**src/rtl/mem_ctrl_pkg.sv**
```systemverilog
// rtl/mem_ctrl_pkg.sv - shared encodings, state enum and helpers for the memory access sequencer
package mem_ctrl_pkg;

    localparam int LOAD_W = 64;

    localparam logic [3:0] OP_LDSB   = 4'd0;
    localparam logic [3:0] OP_LDSH   = 4'd1;
    localparam logic [3:0] OP_LDUB   = 4'd2;
    localparam logic [3:0] OP_LDUH   = 4'd3;
    localparam logic [3:0] OP_LD     = 4'd4;
    localparam logic [3:0] OP_LDD    = 4'd5;
    localparam logic [3:0] OP_STB    = 4'd6;
    localparam logic [3:0] OP_STH    = 4'd7;
    localparam logic [3:0] OP_ST     = 4'd8;
    localparam logic [3:0] OP_STD    = 4'd9;
    localparam logic [3:0] OP_LDSTUB = 4'd10;
    localparam logic [3:0] OP_SWAP   = 4'd11;

    localparam logic [1:0] MEM_RD = 2'b00;
    localparam logic [1:0] MEM_WB = 2'b01;
    localparam logic [1:0] MEM_WH = 2'b10;
    localparam logic [1:0] MEM_WW = 2'b11;

    localparam logic [1:0] SZ_BYTE  = 2'd0;
    localparam logic [1:0] SZ_HALF  = 2'd1;
    localparam logic [1:0] SZ_WORD  = 2'd2;
    localparam logic [1:0] SZ_DWORD = 2'd3;

    typedef enum logic [2:0] {
        S_IDLE, S_RD1, S_CAP1, S_RD2, S_CAP2, S_WR1, S_WR2, S_DONE
    } state_t;

    function automatic logic [1:0] op_size(input logic [3:0] op);
        logic [1:0] sz;
        case (op)
            OP_LDSB, OP_LDUB, OP_STB, OP_LDSTUB: sz = SZ_BYTE;
            OP_LDSH, OP_LDUH, OP_STH:            sz = SZ_HALF;
            OP_LD, OP_ST, OP_SWAP:               sz = SZ_WORD;
            default:                             sz = SZ_DWORD;
        endcase
        return sz;
    endfunction

    // Illegal opcode or address not aligned to the access size.
    function automatic logic op_trap(input logic [3:0] op, input logic [2:0] addr);
        logic t;
        if (op > OP_SWAP) begin
            t = 1'b1;
        end else begin
            case (op_size(op))
                SZ_HALF:  t = addr[0];
                SZ_WORD:  t = (addr[1:0] != 2'b00);
                SZ_DWORD: t = (addr != 3'b000);
                default:  t = 1'b0;
            endcase
        end
        return t;
    endfunction

endpackage

```
**src/rtl/mem_access_ctrl_load_align.sv**
```systemverilog
// rtl/mem_access_ctrl_load_align.sv - big-endian lane select with sign/zero extension
module load_align
    import mem_ctrl_pkg::*;
(
    input  logic [31:0] word,
    input  logic [1:0]  addr,
    input  logic [1:0]  size,
    input  logic        sign_ext,
    output logic [31:0] result
);

    logic [7:0]  byte_lane;
    logic [15:0] half_lane;

    always_comb begin
        case (addr)
            2'd0:    byte_lane = word[31:24];
            2'd1:    byte_lane = word[23:16];
            2'd2:    byte_lane = word[15:8];
            default: byte_lane = word[7:0];
        endcase
        half_lane = addr[1] ? word[15:0] : word[31:16];
        case (size)
            SZ_BYTE: result = {{24{sign_ext & byte_lane[7]}}, byte_lane};
            SZ_HALF: result = {{16{sign_ext & half_lane[15]}}, half_lane};
            default: result = word;
        endcase
    end

endmodule

```
**src/rtl/mem_access_ctrl.sv**
```systemverilog
// rtl/mem_access_ctrl.sv - load/store/atomic sequencer between the CPU control unit and data RAM
module mem_access_ctrl
    import mem_ctrl_pkg::*;
#(
    parameter int ADDR_W = 8
) (
    input  logic              Clk,
    input  logic              Reset,
    input  logic              Start,
    input  logic [3:0]        CpuOp,
    input  logic [ADDR_W-1:0] Address,
    input  logic [63:0]       StoreData,
    output logic [LOAD_W-1:0] LoadData,
    output logic              Done,
    output logic              Trap,
    output logic              Busy,
    output logic              Mem_Enable,
    output logic [1:0]        Mem_Op,
    output logic [ADDR_W-1:0] Mem_Address,
    output logic [31:0]       Mem_WrData,
    input  logic [31:0]       Mem_RdData
);

    state_t            state;
    logic [3:0]        op_r;
    logic [ADDR_W-1:0] addr_r;
    logic [31:0]       sdata_r;
    logic [31:0]       word_r;
    logic [31:0]       aligned;
    logic              atomic;

    assign atomic = (op_r == OP_LDSTUB) || (op_r == OP_SWAP);

    load_align u_align (
        .word     (Mem_RdData),
        .addr     (addr_r[1:0]),
        .size     (op_size(op_r)),
        .sign_ext ((op_r == OP_LDSB) || (op_r == OP_LDSH)),
        .result   (aligned)
    );

    always_ff @(posedge Clk) begin
        if (Reset) begin
            state       <= S_IDLE;
            op_r        <= 4'd0;
            addr_r      <= '0;
            sdata_r     <= 32'd0;
            word_r      <= 32'd0;
            LoadData    <= '0;
            Done        <= 1'b0;
            Trap        <= 1'b0;
            Busy        <= 1'b0;
            Mem_Enable  <= 1'b0;
            Mem_Op      <= MEM_RD;
            Mem_Address <= '0;
            Mem_WrData  <= 32'd0;
        end else begin
            Done       <= 1'b0;
            Mem_Enable <= 1'b0;
            case (state)
                S_IDLE: begin
                    if (Start) begin
                        op_r    <= CpuOp;
                        addr_r  <= Address;
                        sdata_r <= StoreData[31:0];
                        Busy    <= 1'b1;
                        if (op_trap(CpuOp, Address[2:0])) begin
                            state    <= S_DONE;
                            Done     <= 1'b1;
                            Trap     <= 1'b1;
                            LoadData <= '0;
                        end else if (CpuOp inside {OP_STB, OP_STH, OP_ST, OP_STD}) begin
                            state       <= S_WR1;
                            Mem_Enable  <= 1'b1;
                            Mem_Address <= Address;
                            case (CpuOp)
                                OP_STB: begin
                                    Mem_Op     <= MEM_WB;
                                    Mem_WrData <= {24'd0, StoreData[7:0]};
                                end
                                OP_STH: begin
                                    Mem_Op     <= MEM_WH;
                                    Mem_WrData <= {16'd0, StoreData[15:0]};
                                end
                                OP_ST: begin
                                    Mem_Op     <= MEM_WW;
                                    Mem_WrData <= StoreData[31:0];
                                end
                                default: begin
                                    Mem_Op     <= MEM_WW;
                                    Mem_WrData <= StoreData[63:32];
                                end
                            endcase
                        end else begin
                            state       <= S_RD1;
                            Mem_Enable  <= 1'b1;
                            Mem_Op      <= MEM_RD;
                            Mem_Address <= {Address[ADDR_W-1:2], 2'b00};
                        end
                    end
                end
                S_RD1: state <= S_CAP1;
                S_CAP1: begin
                    if (op_r == OP_LDD) begin
                        word_r      <= Mem_RdData;
                        state       <= S_RD2;
                        Mem_Enable  <= 1'b1;
                        Mem_Op      <= MEM_RD;
                        Mem_Address <= addr_r + ADDR_W'(4);
                    end else if (atomic) begin
                        // Old value is kept until the write completes, then returned.
                        word_r      <= aligned;
                        state       <= S_WR1;
                        Mem_Enable  <= 1'b1;
                        Mem_Address <= addr_r;
                        Mem_Op      <= (op_r == OP_LDSTUB) ? MEM_WB : MEM_WW;
                        Mem_WrData  <= (op_r == OP_LDSTUB) ? 32'h0000_00FF : sdata_r;
                    end else begin
                        state    <= S_DONE;
                        Done     <= 1'b1;
                        LoadData <= {32'd0, aligned};
                    end
                end
                S_RD2: state <= S_CAP2;
                S_CAP2: begin
                    state    <= S_DONE;
                    Done     <= 1'b1;
                    LoadData <= {word_r, Mem_RdData};
                end
                S_WR1: begin
                    if (op_r == OP_STD) begin
                        state       <= S_WR2;
                        Mem_Enable  <= 1'b1;
                        Mem_Address <= addr_r + ADDR_W'(4);
                        Mem_WrData  <= sdata_r;
                    end else begin
                        state    <= S_DONE;
                        Done     <= 1'b1;
                        LoadData <= atomic ? {32'd0, word_r} : '0;
                    end
                end
                S_WR2: begin
                    state    <= S_DONE;
                    Done     <= 1'b1;
                    LoadData <= '0;
                end
                S_DONE: begin
                    state <= S_IDLE;
                    Busy  <= 1'b0;
                    Trap  <= 1'b0;
                end
                default: state <= S_IDLE;
            endcase
        end
    end

endmodule

```
**config.mk**
```make
export PLATFORM = sky130hd
export DESIGN_NAME = mem_access_ctrl
export DESIGN_NICKNAME = d
export VERILOG_FILES = /design/src/rtl/mem_ctrl_pkg.sv /design/src/rtl/mem_access_ctrl_load_align.sv /design/src/rtl/mem_access_ctrl.sv
export SDC_FILE = /design/constraint.sdc
export NUM_CORES = 1
export LEC_CHECK = 0
export CAP_MARGIN = 20
export CORE_MARGIN = 8
export CORE_UTILIZATION = 50
export CTS_CLUSTER_DIAMETER = 120
export DETAILED_ROUTE_END_ITERATION = 7
export MAX_ROUTING_LAYER = met4
export PLACE_DENSITY = 0.86
export SYNTH_ARGS = -nofsm -noshare
export SYNTH_HDL_FRONTEND = slang
export SYNTH_SLANG_ARGS = --single-unit
```
**constraint.sdc**
```tcl
create_clock -name Clk -period 2.7 [get_ports Clk]
set_clock_uncertainty 0.1 [all_clocks]
set_input_delay 0.54 -clock Clk [delete_from_list [all_inputs] [get_ports Clk]]
set_output_delay 0.54 -clock Clk [all_outputs]
set_load 0.01 [all_outputs]
```
Figure 1. Cell placement.
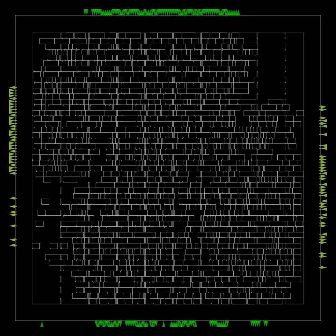
utilization after layout: 0.691
n_taps: 229

==> impl_metrics.csv <==
group,metric,value,unit
run_status,status,"completed",
hold_path,hold_path_depth,2,
power,peakVddDrop,0.543,mV
clock_network,cts_root_buffer,"clkbuf_16",
setup_path,crit_type,"reg2reg",
yosys,edf_count,0,
yosys,post_synth_num_cell_types,69,
global_route,antenna_found_initial,1,
timing,whs,0.354,ns
setup_path,start_kind,"flip-flop",
power,p_int,5.49,mW
yosys,ys_ff,191,
global_route,grt_pass1_wl,50300,µm
power,p_sw,2.83,mW
global_route,grt_pass1_vias,9382,
hold_path,min_from,"Mem_Op[0]",
drt,remaining_drc_errors,0,
setup_path,worstReg2RegStart,"state[1]",
timing,setup_violations,0,
yosys,synthesis.instances,1109,
drt,initialDrtViolationCount,1247,
yosys,top_cells_by_count,"191 x dfxtp_1, 181 x a21oi_1, 178 x nand2_1",
floorplanning,core_area,17800,µm²
timing,period_minus_slack,2.47,ns
setup_path,worstSetupEndpoint,"Mem_WrData[29]",
floorplanning,die_x,150,µm
layout,finalInstanceArea,12300,µm²
setup_path,cp-startpoint,"state[1]",
power,p_seq_frac,0.392,
job,drv_cap,0,
drt,drt.antenna.violating_nets,0,
timing,hold_viol,0,
setup_path,setup.worst_path.end_class,"flip-flop",
setup_path,cp.required,2.88,ns
job,warnings,28,
yosys,synth_chip_area,8980,µm²
timing,slew_headroom,0.463,
drt,wl_per_cell,20.5,µm
clock_network,post_cts_resized,0,
global_route,grt_max_degree,166,
placed_design,dp_hpwl,22600,µm
layout,lay_top_cells,"219 x clkdlybuf4s50_1, 191 x dfxtp_1, 181 x a21oi_1, 178 x nand2_1, 69 x buf_4",
setup_path,r2r_cells,8,
power,power.density,677,nW/µm²
timing,post-route-period-util,0.915,
layout,combGateArea,4710,µm²
yosys,syn_area,8980,µm²
clock_network,htreeDepth,4,
placed_design,io_buffers,220,
Figure 2. PDN straps and rails.
Scale bar: 50 µm. Pins as bars on the die edge. Tap cells in grey.
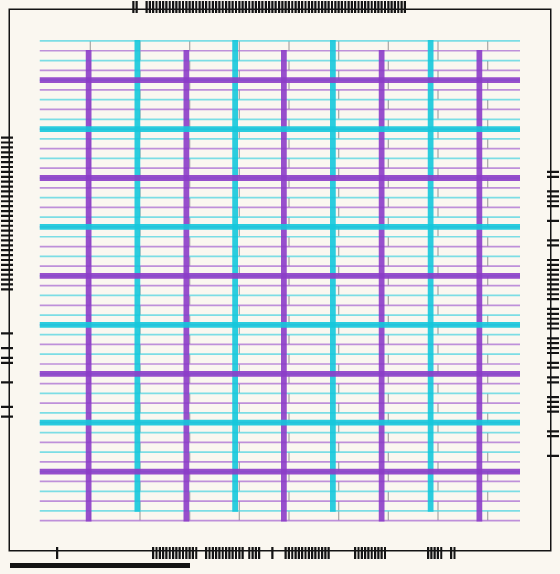
Key: VSS = purple; VDD = cyan
9 straps on met5. 221 signal pins sit on the boundary. 50 met1 rails follow the rows. The core has 49 rows. 9 straps on met4.

[power groups by stage]
stage / Sequential (mW) / Clock [mW] / Combinational, mW
after floorplan: 3.34 / 0 / 1.35
after global placement: 3.31 / 0 / 2.49
after detailed placement: 3.31 / 0 / 2.53
after CTS: 3.25 / 2.48 / 2.55
after global routing: 3.29 / 2.61 / 2.78
final: 3.26 / 2.47 / 2.59
[critical path: stages (launching register included)]
cell and delay (ns):
dfxtp_1 0.39, or3b_1 0.43, buf_4 0.20, nand2_1 0.14, buf_4 0.34, nor2_4 0.08, buf_12 0.16, a222oi_1 0.35
a211oi_1 0.13
[flip-flops by register name, indices dropped and copies added (netlist names)]
name and count:
Mem_Op 2, state 3, Trap 1, Mem_Enable 1, Mem_Address 8, op_r 4, word_r 32, u_align.size 2
addr_r 8, Mem_WrData 32, Done 1, sdata_r 32, LoadData 64, Busy 1
[cell families (layout without fill, tap and decap cells)]
| group | Yosys count | count (layout) | share of synthesized area |
|---|---|---|---|
| other | 0 | 1 | 0 |
| flip-flops | 191 | 191 | 0.426 |
| AND/OR/NAND/NOR | 358 | 358 | 0.188 |
| adder cells (fa/ha/maj) | 1 | 1 | 0.00139 |
| multiplexers | 14 | 14 | 0.0177 |
| buffers and inverters | 111 | 335 | 0.0531 |
| AND-OR/OR-AND | 434 | 434 | 0.314 |
[area by class of cell]
class	instances	share of cell area
multi-input combinational	807	0.384
sequential	191	0.311
timing repair buffer	295	0.232
clock buffer	19	0.0369
tap	229	0.0233
clock inverter	13	0.00978
inverter	8	0.00245
antenna	1	0.000204
[metal layers]
metal,up-vias,share of wire
met1,4709,0.40
met3,91,0.11
met4,0,0.036
met5,-,0
met2,622,0.46
li1,4549,-
Power is estimated from default activity; no workload was simulated.
